### Metal layers overlaid

Only two layers are drawn.
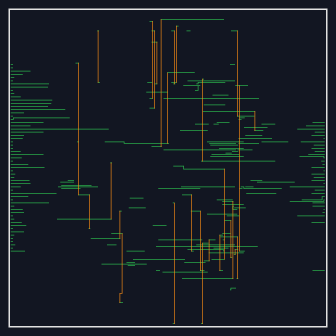
### Cell placement

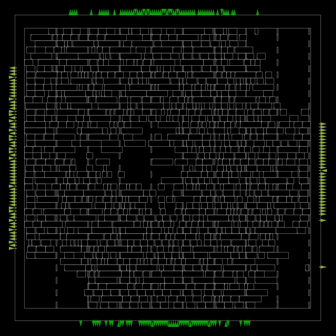
### PDN straps and rails

Bar = 50 µm. Pins as bars on the die edge.
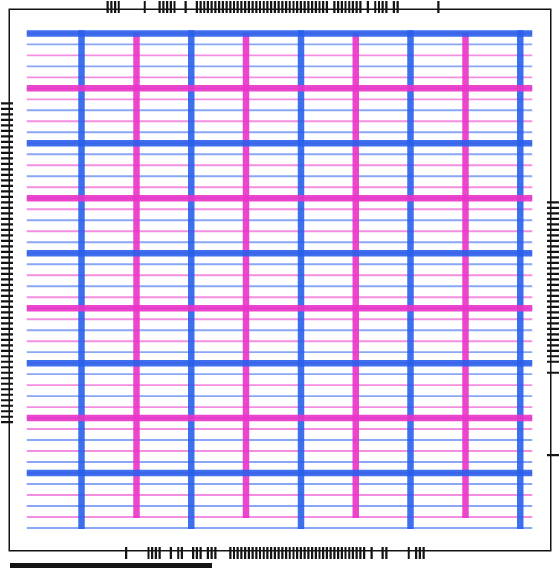
### Cells coloured by class

Bar = 50 µm.
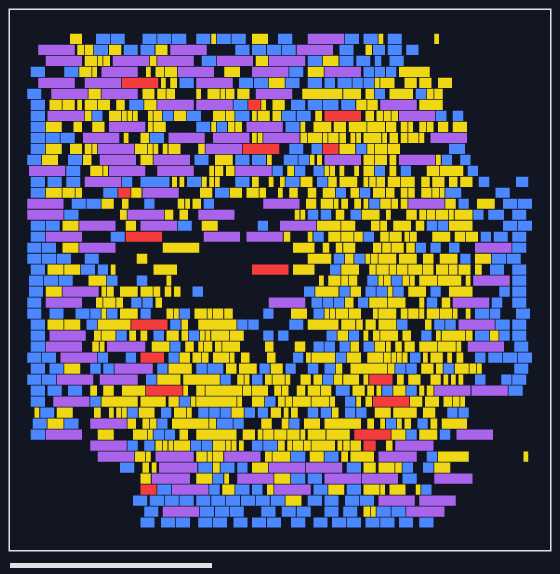
### Routed clock nets over the placement

Bar = 50 µm.
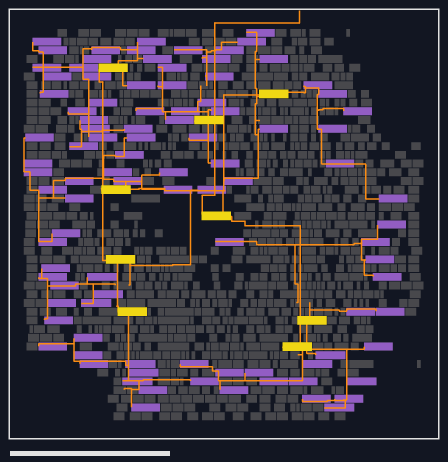
`config.mk`:
```
export PLATFORM = sky130hd
export DESIGN_NAME = instr_fetch_unit
export DESIGN_NICKNAME = d
export VERILOG_FILES = /design/src/rtl/instr_fetch_unit.sv
export SDC_FILE = /design/constraint.sdc
export NUM_CORES = 1
export LEC_CHECK = 0
export CAP_MARGIN = 25
export CORE_MARGIN = 4
export CORE_UTILIZATION = 43
export CTS_CLUSTER_DIAMETER = 50
export DETAILED_ROUTE_END_ITERATION = 8
export GPL_ROUTABILITY_DRIVEN = 0
export PLACE_DENSITY = 0.83
export SETUP_SLACK_MARGIN = 0.5
export SKIP_LAST_GASP = 1
export SLEW_MARGIN = 10
export SYNTH_ARGS = -nofsm -noshare
export SYNTH_HDL_FRONTEND = slang
export SYNTH_SLANG_ARGS = --single-unit
export TNS_END_PERCENT = 10
```
`constraint.sdc`:
```
create_clock -name CLK -period 2.9 [get_ports CLK]
set_input_delay 0.58 -clock CLK [delete_from_list [all_inputs] [get_ports CLK]]
set_output_delay 0.58 -clock CLK [all_outputs]
set_load 0.01 [all_outputs]
```
`src/rtl/instr_fetch_unit.sv`:
```
// rtl/instr_fetch_unit.sv - PC owner and instruction fetch front end
// REQ -> WAIT -> HOLD fetch loop; next PC resolved from Jump/PCSrc at accept.
module instr_fetch_unit #(
  parameter int                    ADDR_WIDTH  = 32,
  parameter int                    INSTR_WIDTH = 32,
  parameter logic [ADDR_WIDTH-1:0] RESET_PC    = '0,
  parameter int                    COUNT_WIDTH = 32
) (
  input  logic                   CLK,
  input  logic                   RST,
  output logic                   Mem_Rd_Req,
  output logic [ADDR_WIDTH-1:0]  Mem_Addr,
  input  logic                   Mem_Rd_Valid,
  input  logic [INSTR_WIDTH-1:0] Mem_Rd_Data,
  output logic [INSTR_WIDTH-1:0] Instr,
  output logic [5:0]             OpCode,
  output logic [5:0]             Funct,
  output logic                   Instr_Valid,
  input  logic                   Instr_Ready,
  input  logic                   PCSrc,
  input  logic                   Jump,
  output logic [ADDR_WIDTH-1:0]  PC,
  output logic [ADDR_WIDTH-1:0]  PCPlus4,
  output logic [COUNT_WIDTH-1:0] Instr_Count
);

  typedef enum logic [1:0] {
    S_REQ  = 2'd0,
    S_WAIT = 2'd1,
    S_HOLD = 2'd2
  } state_t;

  state_t                  state;
  state_t                  state_nxt;
  logic                    capture;
  logic                    accept;
  logic [ADDR_WIDTH-1:0]   jump_target;
  logic [ADDR_WIDTH-1:0]   branch_offset;
  logic [ADDR_WIDTH-1:0]   next_pc;

  always_ff @(posedge CLK or posedge RST) begin
    if (RST) begin
      state <= S_REQ;
    end else begin
      state <= state_nxt;
    end
  end

  always_comb begin
    state_nxt = state;
    case (state)
      S_REQ:   state_nxt = S_WAIT;
      S_WAIT:  if (Mem_Rd_Valid) state_nxt = S_HOLD;
      S_HOLD:  if (Instr_Ready) state_nxt = S_REQ;
      default: state_nxt = S_REQ;
    endcase
  end

  // Request is gated by RST so nothing reaches memory while reset is held.
  always_comb begin
    Mem_Rd_Req = 1'b0;
    capture    = 1'b0;
    accept     = 1'b0;
    case (state)
      S_REQ:   Mem_Rd_Req = ~RST;
      S_WAIT:  capture    = Mem_Rd_Valid;
      S_HOLD:  accept     = Instr_Ready;
      default: Mem_Rd_Req = 1'b0;
    endcase
  end

  assign Mem_Addr = PC;
  assign PCPlus4  = PC + ADDR_WIDTH'(4);
  assign OpCode   = Instr[31:26];
  assign Funct    = Instr[5:0];

  assign jump_target   = {PCPlus4[ADDR_WIDTH-1:ADDR_WIDTH-4], Instr[25:0], 2'b00};
  assign branch_offset = {{(ADDR_WIDTH-18){Instr[15]}}, Instr[15:0], 2'b00};

  always_comb begin
    next_pc = PCPlus4;
    if (Jump) begin
      next_pc = jump_target;
    end else if (PCSrc) begin
      next_pc = PCPlus4 + branch_offset;
    end
  end

  always_ff @(posedge CLK or posedge RST) begin
    if (RST) begin
      PC          <= RESET_PC;
      Instr       <= '0;
      Instr_Valid <= 1'b0;
      Instr_Count <= '0;
    end else begin
      if (capture) begin
        Instr       <= Mem_Rd_Data;
        Instr_Valid <= 1'b1;
      end
      if (accept) begin
        PC          <= next_pc;
        Instr_Valid <= 1'b0;
        Instr_Count <= Instr_Count + COUNT_WIDTH'(1);
      end
    end
  end

endmodule

```
==> notes.md <==
Outcome
- **outcome** finished with violations
- **failing checks** setup timing

Critical path
- **CP max stage cell** sky130_fd_sc_hd__dfrtp_2
- **Top cell by count, worst path** sky130_fd_sc_hd__ha_4
- **Crit. Startpoint** Mem_Addr[2]
- **cell chain of the critical path** ha_4 > nand3_1 > xnor2_2 > ha_4 > a21o_1 > a221oi_4 > a21oi_2 > o311a_1 > nor2_4 > a211oi_2 > or3_1 > a31oi_1 > a21oi_1
- **maximum fanout along the worst path** 5
- **type of destination of the critical path** register
- **FF-to-FF setup slack** -340 ps
- **crit-path max cell delay** 410 ps
- **total stage count of the critical path** 13
- **data arrival time of the critical path** 3480 ps
- **count of buffer and inverter cells on the critical path** 0
- **critical setup path kind** reg2reg
- **reg-to-reg critical path endpoint** Mem_Addr[24]
- **critical path capture point** Mem_Addr[24]
- **startpoint types** register
- **Crit path required time** 3140 ps
- **cells on worst reg2reg path** 13
- **startpoint of the worst-slack reg-to-reg timing path** Mem_Addr[2]
- **cell family with the largest share of critical-path delay** AND-OR/OR-AND gates

Logic synthesis
- **synthesized area per cell** 9.21 µm²
- **async set or reset register ratio after synthesis** 1.00
- **Largest type area fraction** 0.358
- **sequential element share of the synthesized area** 0.358
- **fraction of the mapped netlist area in compound gates** 0.153
- **Post-synth EDFFs** 0
- **most frequent cell after synthesis** sky130_fd_sc_hd__dfrtp_1
- **post-synthesis cell count from yosys** 737
- **most used flip-flop cell after synthesis** sky130_fd_sc_hd__dfrtp_1
- **Warnings, synthesis** 0
- **area figure in the yosys stat output** 6790 µm²
- **comb area leader** simple AND/OR/NAND/NOR gates
- **dominant cells by area after synthesis** sky130_fd_sc_hd__dfrtp_1 36%, sky130_fd_sc_hd__ha_1 6.8%, sky130_fd_sc_hd__xnor2_1 6.2%
- **post-synthesis share of cell area spent on xor and xnor gates** 0.105
- **fa+ha+maj area frac** 0.0712
- **synthesized cell area** 6790 µm²
- **cell taking the most area after synthesis** sky130_fd_sc_hd__dfrtp_1
- **multiplexer fraction of the synthesized cell area** 0.0680
- **post-synthesis register bit count** 97
- **instance count of the mapped netlist** 737
- **AND/OR/NAND/NOR Cells, Area Fraction** 0.170
- **distinct cell type count of the synthesized netlist** 66
- **top cell types by occurrence after synthesis** 97 x sky130_fd_sc_hd__dfrtp_1, 78 x sky130_fd_sc_hd__nand2_1, 48 x sky130_fd_sc_hd__buf_4, 48 x sky130_fd_sc_hd__xnor2_1, 46 x sky130_fd_sc_hd__nor2_1

Final timing
- **achievable frequency** 308 MHz
- **total count of max-transition violations in the final report** 0
- **final hold violation count** 0
- **slew at the pin closest to its max-slew limit** 648 ps
- **setup clock skew after layout** 7.54 ps
- **setup TNS** -7740 ps
- **Final Critical Period** 3240 ps
- **Max-slew headroom** 0.568
- **period utilisation layout** 1.12
- **post-route setup slack** -343 ps
- **setup repair after global routing missed its margin** yes
- **Setup violations, final** 38
- **Post-Route Hold Slack** 476 ps

Floorplan
- **core utilization before placement** 0.443
- **DIE AREA** 17900 µm²
- **count of pins on the block boundary** 212

Pwr
- **leakage power summed over all cells** 4.82 nW
- **Power, Total** 13.3 mW
- **Power Internal** 7.68 mW
- **P per Cell Area** 1240 nW/µm²
- **combinational fraction of design power** 0.728
- **Biggest consumer** combinational cells
- **reported sequential group power** 2.38 mW
- **Flop pwr share** 0.179
- **switching power** 5.63 mW
- **Switching Share** 0.423
- **portion of total power attributed to the clock network** 0.093
- **Power Clock** 1.24 mW
- **P_comb** 9.68 mW

Finish
- **total number of nets in the final design** 1131
- **number of logic gates** 558
- **Register Area** 2440 µm²
- **most frequently placed logic cell in the final layout** sky130_fd_sc_hd__clkdlybuf4s50_1
- **synthesis-to-finish area growth** 58.0%
- **signal buffers share of area** 0.312
- **Non-clock buffers** 374
- **cell type taking the most area** multi-input combinational cells
- **clock tree cell share of total cell area** 0.0286
- **share of final-layout standard cells stronger than drive strength 1** 0.289
- **combined area of the multi-input logic cells** 4310 µm²
- **fraction of standard cell area in multi-input logic** 0.402
- **Inverters excl. clock** 15
- **non-filler cells in the finished layout** 1272
- **count of clock-net buffers in the final layout** 9
- **number of diodes added for antenna fixing** 1
- **leading cell types in the layout, fill and taps excluded** 199 x sky130_fd_sc_hd__clkdlybuf4s50_1, 164 x sky130_fd_sc_hd__buf_4, 87 x sky130_fd_sc_hd__dfrtp_1, 77 x sky130_fd_sc_hd__nand2_1, 40 x sky130_fd_sc_hd__nor2_1

Drt
- **wire per inst** 18.3 µm
- **Residual DRC** 0
- **met3 routed wirelength** 1570 µm
- **wire length the detailed router placed on met1** 9220 µm
- **sum of met2 wire segment lengths after detailed routing** 11700 µm
- **final antenna-violating net count** 0
- **first-pass detailed-route iteration total** 5
- **Vias** 6934
- **total routed wirelength** 23300 µm
- **top routing layer in use** met4
- **via count normalized by instance count** 5.45
- **number of violations reported at the end of detailed-routing iteration 0** 595

GRT
- **global route hottest layer** met2
- **Global Route met1 Usage** 0.322
- **met2 capacity usage during global routing** 0.448
- **number of global-route vias before repair** 7261
- **met3 routing resource usage after global routing** 0.0498
- **aggregate global-route resource usage** 0.261
- **largest net degree at the start of global routing** 62
- **remaining global-route overflow** 0
- **global-route wire length before repair** 37700 µm
- **initial antenna violation count** 1

Clock tree
- **Post-CTS Hold Fix Bufs** 0
- **number of clock sinks** 97
- **maximum number of buffers from clock root to sink** 2
- **total CTS buffers** 9
- **H-tree levels** 3
- **Clock Root Buffer** sky130_fd_sc_hd__clkbuf_16
- **clock latency at the later pin of the worst-skew pair** 360 ps
- **clock input transition at the sequential cells of the worst setup and hold paths** 80 ps
- **clock tree from TritonCTS** yes

Placed design
- **quantity of I/O buffers inserted on ports** 205
- **number of cells in the design after placement** 1236
- **Placement Setup Slack** -323 ps
- **placed wire-length estimate** 17400 µm
- **post-placement cell area** 10100 µm²

Min path
- **Hold Path End** Instr_Count[31]
- **worst hold path cell count** 1
- **worst hold path type** reg2reg
- **Hold Crit Start** Instr_Count[31]

Flow run
- **# Max-Cap Violations** 0
- **number of warnings in the stage logs** 35

About 'Metal layers overlaid':
- orange: metal 4 (wire length 783 µm)
- green: metal 3 (wire length 1570 µm)

About 'Cell placement':
sequential cells: 97
Post-Route Utilization: 0.700
sequential share of cell area: 0.227
tapcell count: 211
Filler Cell Count: 1127

About 'PDN straps and rails':
- magenta: VDD
- blue: VSS
- rows: 45
- met1 rails: 46
Vert. Die Dim: 134 µm
placeable core region: 15300 µm²
maximum VDD drop: 719 µV
Die Width: 134 µm

About 'Cells coloured by class':
- yellow: combinational and other logic (cells 573; share of their area 42%)
- red: clock drivers and dummy loads (cells 16; share of their area 2.9%)
- blue: remaining buffers and delay cells (cells 374; share of their area 32%)
- purple: sequential cells (cells 97; share of their area 23%)
standard-cell rows: 45
cell area after layout: 10700 µm²

About 'Routed clock nets over the placement':
- purple: flip-flops (count 97)
- orange: clock wires (length 1340 µm)
- yellow: clock drivers (count 9)
- flops lie: all over the die
- routed clock nets: 10

timing repair:
item,in CTS,in global routing
buffers inserted,14,5
hold endpoints to repair,0,0
gates cloned,0,0
gates resized,41,18
pin swaps,23,28
endpoints found under the setup margin,53,60
sequential cells by signal, summed over array words and instances, names as in the netlist:
signal / flops
Instr_Valid: 1
state: 2
Instr: 32
Instr_Count: 32
Mem_Addr: 30
kinds of logic after synthesis:
| logic type | after synthesis |
|---|---|
| AND-OR/OR-AND | 158 |
| XOR/XNOR | 79 |
| buffers and inverters | 87 |
| AND/OR/NAND/NOR | 235 |
| flip-flops | 97 |
| multiplexers | 42 |
| other | 1 |
| adder cells (fa/ha/maj) | 38 |
No activity file was given, so power comes from the tool's default toggle rates.
